### Wiring heat map

The bar under the picture is 20 um long. 16 x 16 tiles, from dark blue (low) to red (high), scaled to the fullest tile. Values are wire area over tile area, all layers added.
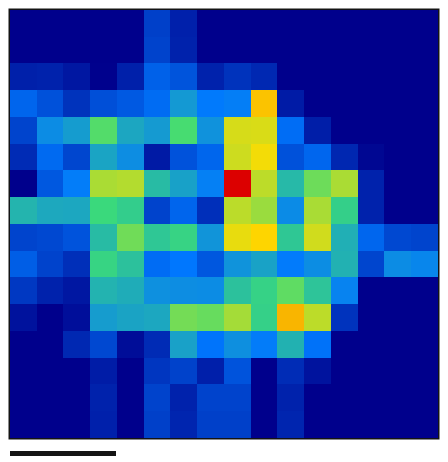
### Routed metal, one color a layer

The bar under the picture is 20 um long.
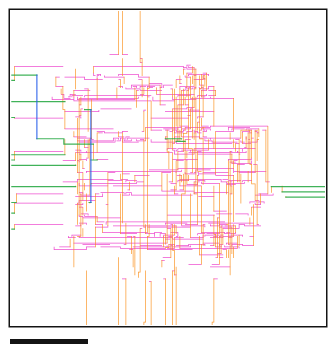
### I/O pins on the die edge

Pins as bars across the die edge, other pins in gray.
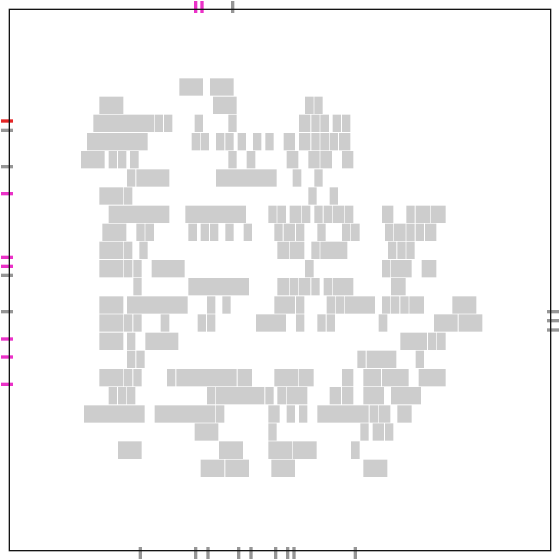
### Placement by cell class

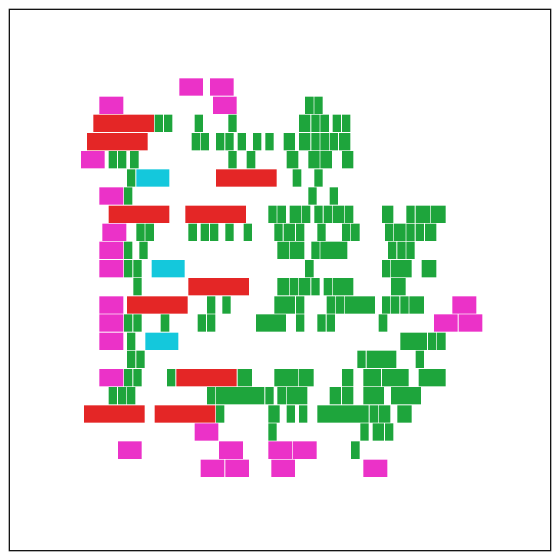
--- src/rtl/counter_pkg.sv ---
// Shared types and helpers for the up/down counter family.
package counter_pkg;

  typedef enum logic {CNT_DOWN = 1'b0, CNT_UP  = 1'b1} cnt_dir_e;
  typedef enum logic {BND_WRAP = 1'b0, BND_SAT = 1'b1} bnd_mode_e;

  function automatic logic [31:0] clamp(input logic [31:0] value, input logic [31:0] max);
    return (value > max) ? max : value;
  endfunction

endpackage

--- src/rtl/counter_next_val.sv ---
// Combinational next count for one counting edge: step, wrap or saturate at 0/MAX_VAL.
module counter_next_val
  import counter_pkg::*;
#(
  parameter int WIDTH   = 8,
  parameter int MAX_VAL = 2**WIDTH-1
) (
  input  logic [WIDTH-1:0] count_i,
  input  cnt_dir_e         dir_i,
  input  bnd_mode_e        mode_i,
  output logic [WIDTH-1:0] next_o,
  output logic             wrap_o,
  output logic             at_bound_o
);

  // Extra bit keeps MAX_VAL+1 representable, so a non-power-of-two modulus never relies on overflow.
  localparam logic [WIDTH:0] MAX_EXT = (WIDTH+1)'(MAX_VAL);

  logic [WIDTH:0] cnt_ext;
  logic [WIDTH:0] nxt_ext;
  logic           unused_msb;

  assign cnt_ext = {1'b0, count_i};

  always_comb begin
    nxt_ext    = cnt_ext;
    wrap_o     = 1'b0;
    at_bound_o = 1'b0;
    if (dir_i == CNT_UP) begin
      if (cnt_ext >= MAX_EXT) begin
        if (mode_i == BND_SAT) begin
          nxt_ext    = MAX_EXT;
          at_bound_o = 1'b1;
        end else begin
          nxt_ext = '0;
          wrap_o  = 1'b1;
        end
      end else begin
        nxt_ext = cnt_ext + 1'b1;
      end
    end else begin
      if (cnt_ext == '0) begin
        if (mode_i == BND_SAT) begin
          at_bound_o = 1'b1;
        end else begin
          nxt_ext = MAX_EXT;
          wrap_o  = 1'b1;
        end
      end else begin
        nxt_ext = cnt_ext - 1'b1;
      end
    end
  end

  assign next_o     = nxt_ext[WIDTH-1:0];
  assign unused_msb = nxt_ext[WIDTH];

endmodule

--- src/rtl/counter_updown_mod.sv ---
// Up/down 0..MAX_VAL counter: clear, clamped load, wrap/saturate, cascade Tc.
// Define COUNTER_CMP_EN to add the registered compare flag (Cmp_val/Cmp_match).
module counter_updown_mod
  import counter_pkg::*;
#(
  parameter int WIDTH   = 8,
  parameter int MAX_VAL = 2**WIDTH-1
) (
  input  logic             clk,
  input  logic             nReset,
  input  logic             Clear,
  input  logic             Load,
  input  logic             Count_en,
  input  logic             Up,
  input  logic             Sat_mode,
  input  logic [WIDTH-1:0] Count_in,
  output logic [WIDTH-1:0] Count_out,
  output logic             Tc,
  output logic             Wrap,
  output logic             At_bound
`ifdef COUNTER_CMP_EN
  ,
  input  logic [WIDTH-1:0] Cmp_val,
  output logic             Cmp_match
`endif
);

  logic [WIDTH-1:0] cnt_q, cnt_d;
  logic             wrap_q, wrap_d;
  logic             at_bound_q, at_bound_d;
  logic [WIDTH-1:0] nv_cnt;
  logic             nv_wrap;
  logic             nv_at_bound;
  logic [WIDTH-1:0] load_val;
  cnt_dir_e         dir;
  bnd_mode_e        mode;

  assign dir      = cnt_dir_e'(Up);
  assign mode     = bnd_mode_e'(Sat_mode);
  assign load_val = WIDTH'(clamp(32'(Count_in), 32'(MAX_VAL)));

  counter_next_val #(
    .WIDTH   (WIDTH),
    .MAX_VAL (MAX_VAL)
  ) u_next (
    .count_i    (cnt_q),
    .dir_i      (dir),
    .mode_i     (mode),
    .next_o     (nv_cnt),
    .wrap_o     (nv_wrap),
    .at_bound_o (nv_at_bound)
  );

  always_comb begin
    cnt_d      = cnt_q;
    wrap_d     = 1'b0;
    at_bound_d = at_bound_q;
    if (Clear) begin
      cnt_d      = '0;
      at_bound_d = 1'b0;
    end else if (Load) begin
      cnt_d      = load_val;
      at_bound_d = 1'b0;
    end else if (Count_en) begin
      cnt_d      = nv_cnt;
      wrap_d     = nv_wrap;
      at_bound_d = nv_at_bound;
    end
  end

  always_ff @(posedge clk or negedge nReset) begin
    if (!nReset) begin
      cnt_q      <= '0;
      wrap_q     <= 1'b0;
      at_bound_q <= 1'b0;
    end else begin
      cnt_q      <= cnt_d;
      wrap_q     <= wrap_d;
      at_bound_q <= at_bound_d;
    end
  end

  // Tc must not see Count_in, so it looks at the current count rather than cnt_d.
  assign Tc = Count_en & ~Load & ~Clear &
              (Up ? (cnt_q == WIDTH'(MAX_VAL)) : (cnt_q == '0));

  assign Count_out = cnt_q;
  assign Wrap      = wrap_q;
  assign At_bound  = at_bound_q;

`ifdef COUNTER_CMP_EN
  logic cmp_q;

  always_ff @(posedge clk or negedge nReset) begin
    if (!nReset) cmp_q <= 1'b0;
    else         cmp_q <= (cnt_d == Cmp_val);
  end

  assign Cmp_match = cmp_q;
`endif

endmodule

--- config.mk ---
export PLATFORM = sky130hd
export DESIGN_NAME = counter_updown_mod
export DESIGN_NICKNAME = d
export VERILOG_FILES = /design/src/rtl/counter_pkg.sv /design/src/rtl/counter_next_val.sv /design/src/rtl/counter_updown_mod.sv
export SDC_FILE = /design/constraint.sdc
export NUM_CORES = 1
export LEC_CHECK = 0
export ABC_AREA = 1
export CAP_MARGIN = 40
export CORE_MARGIN = 10
export CORE_UTILIZATION = 29
export DETAILED_ROUTE_END_ITERATION = 6
export PLACE_DENSITY_LB_ADDON = 0.05
export RECOVER_POWER = 50
export SETUP_SLACK_MARGIN = 0.5
export SLEW_MARGIN = 20
export SYNTH_ARGS = -nofsm -noshare
export SYNTH_HDL_FRONTEND = slang
export SYNTH_SLANG_ARGS = --single-unit
--- constraint.sdc ---
create_clock -name clk -period 4.5 [get_ports clk]
set_clock_uncertainty 0.15 [all_clocks]
set_input_delay 0.45 -clock clk [delete_from_list [all_inputs] [get_ports clk]]
set_output_delay 0.45 -clock clk [all_outputs]
set_load 0.02 [all_outputs]
==> flow_summary_export.csv <==
group,metric,value,unit
drt,drc,0,
placement,gp_congestion,0.769,
yosys,synth-edff-count,0,
global_route,grt_max_degree,17,
worst_hold_path,min-delay-path-class,"flop to flop",
timing,slew_viol_final,0,
layout,drive_gt1_share,11.3,%
pwr,pwr-share-clk,26.1,%
layout,largest_register_ffs,8,
yosys,top_cells_by_count,"nand2_1, nor2_1, nand3_1",
global_route,grt_overflow,0,
clock_tree,clock_latency,0.23,ns
status,run_status,"finished clean",
pwr,irDropWorstVdd,138,uV
drt,detail-route-antenna-nets,0,
worst_setup_path,cp_num_buf_inv,3,
layout,nNetsFinal,215,
layout,combGateArea,718,sq um
floorplanning,core-area,0.00363,sq mm
timing,holdWs,0.396,ns
Notes on 'Wiring heat map' above:
37% of the tiles are nearly empty. 10% of the tiles are over half the peak. The fullest tile reaches 0.40. The emptiest ninth of the die: upper right. The densest ninth of the die: center.

Notes on 'Routed metal, one color a layer' above:
Key: M1 = magenta [wire length 1,500 um]; M2 = orange [wire length 1,380 um]; M4 = blue [wire length 40.1 um]; M3 = green [wire length 131 um]

Notes on 'I/O pins on the die edge' above:
Key: Count_in = magenta [pins 8, direction input, edge 6 left, 2 top]; clk = red [pins 1, direction input, edge left]
All pins by edge: 11 left, 9 bottom, 3 top, 3 right.

Notes on 'Placement by cell class' above:
Key: remaining logic cells = green [cells 157]; registers = red [cells 10]; clock-net drivers = cyan [cells 3]; remaining buffers and delay cells = magenta [cells 25]

Power and IR drop assume default switching activity.
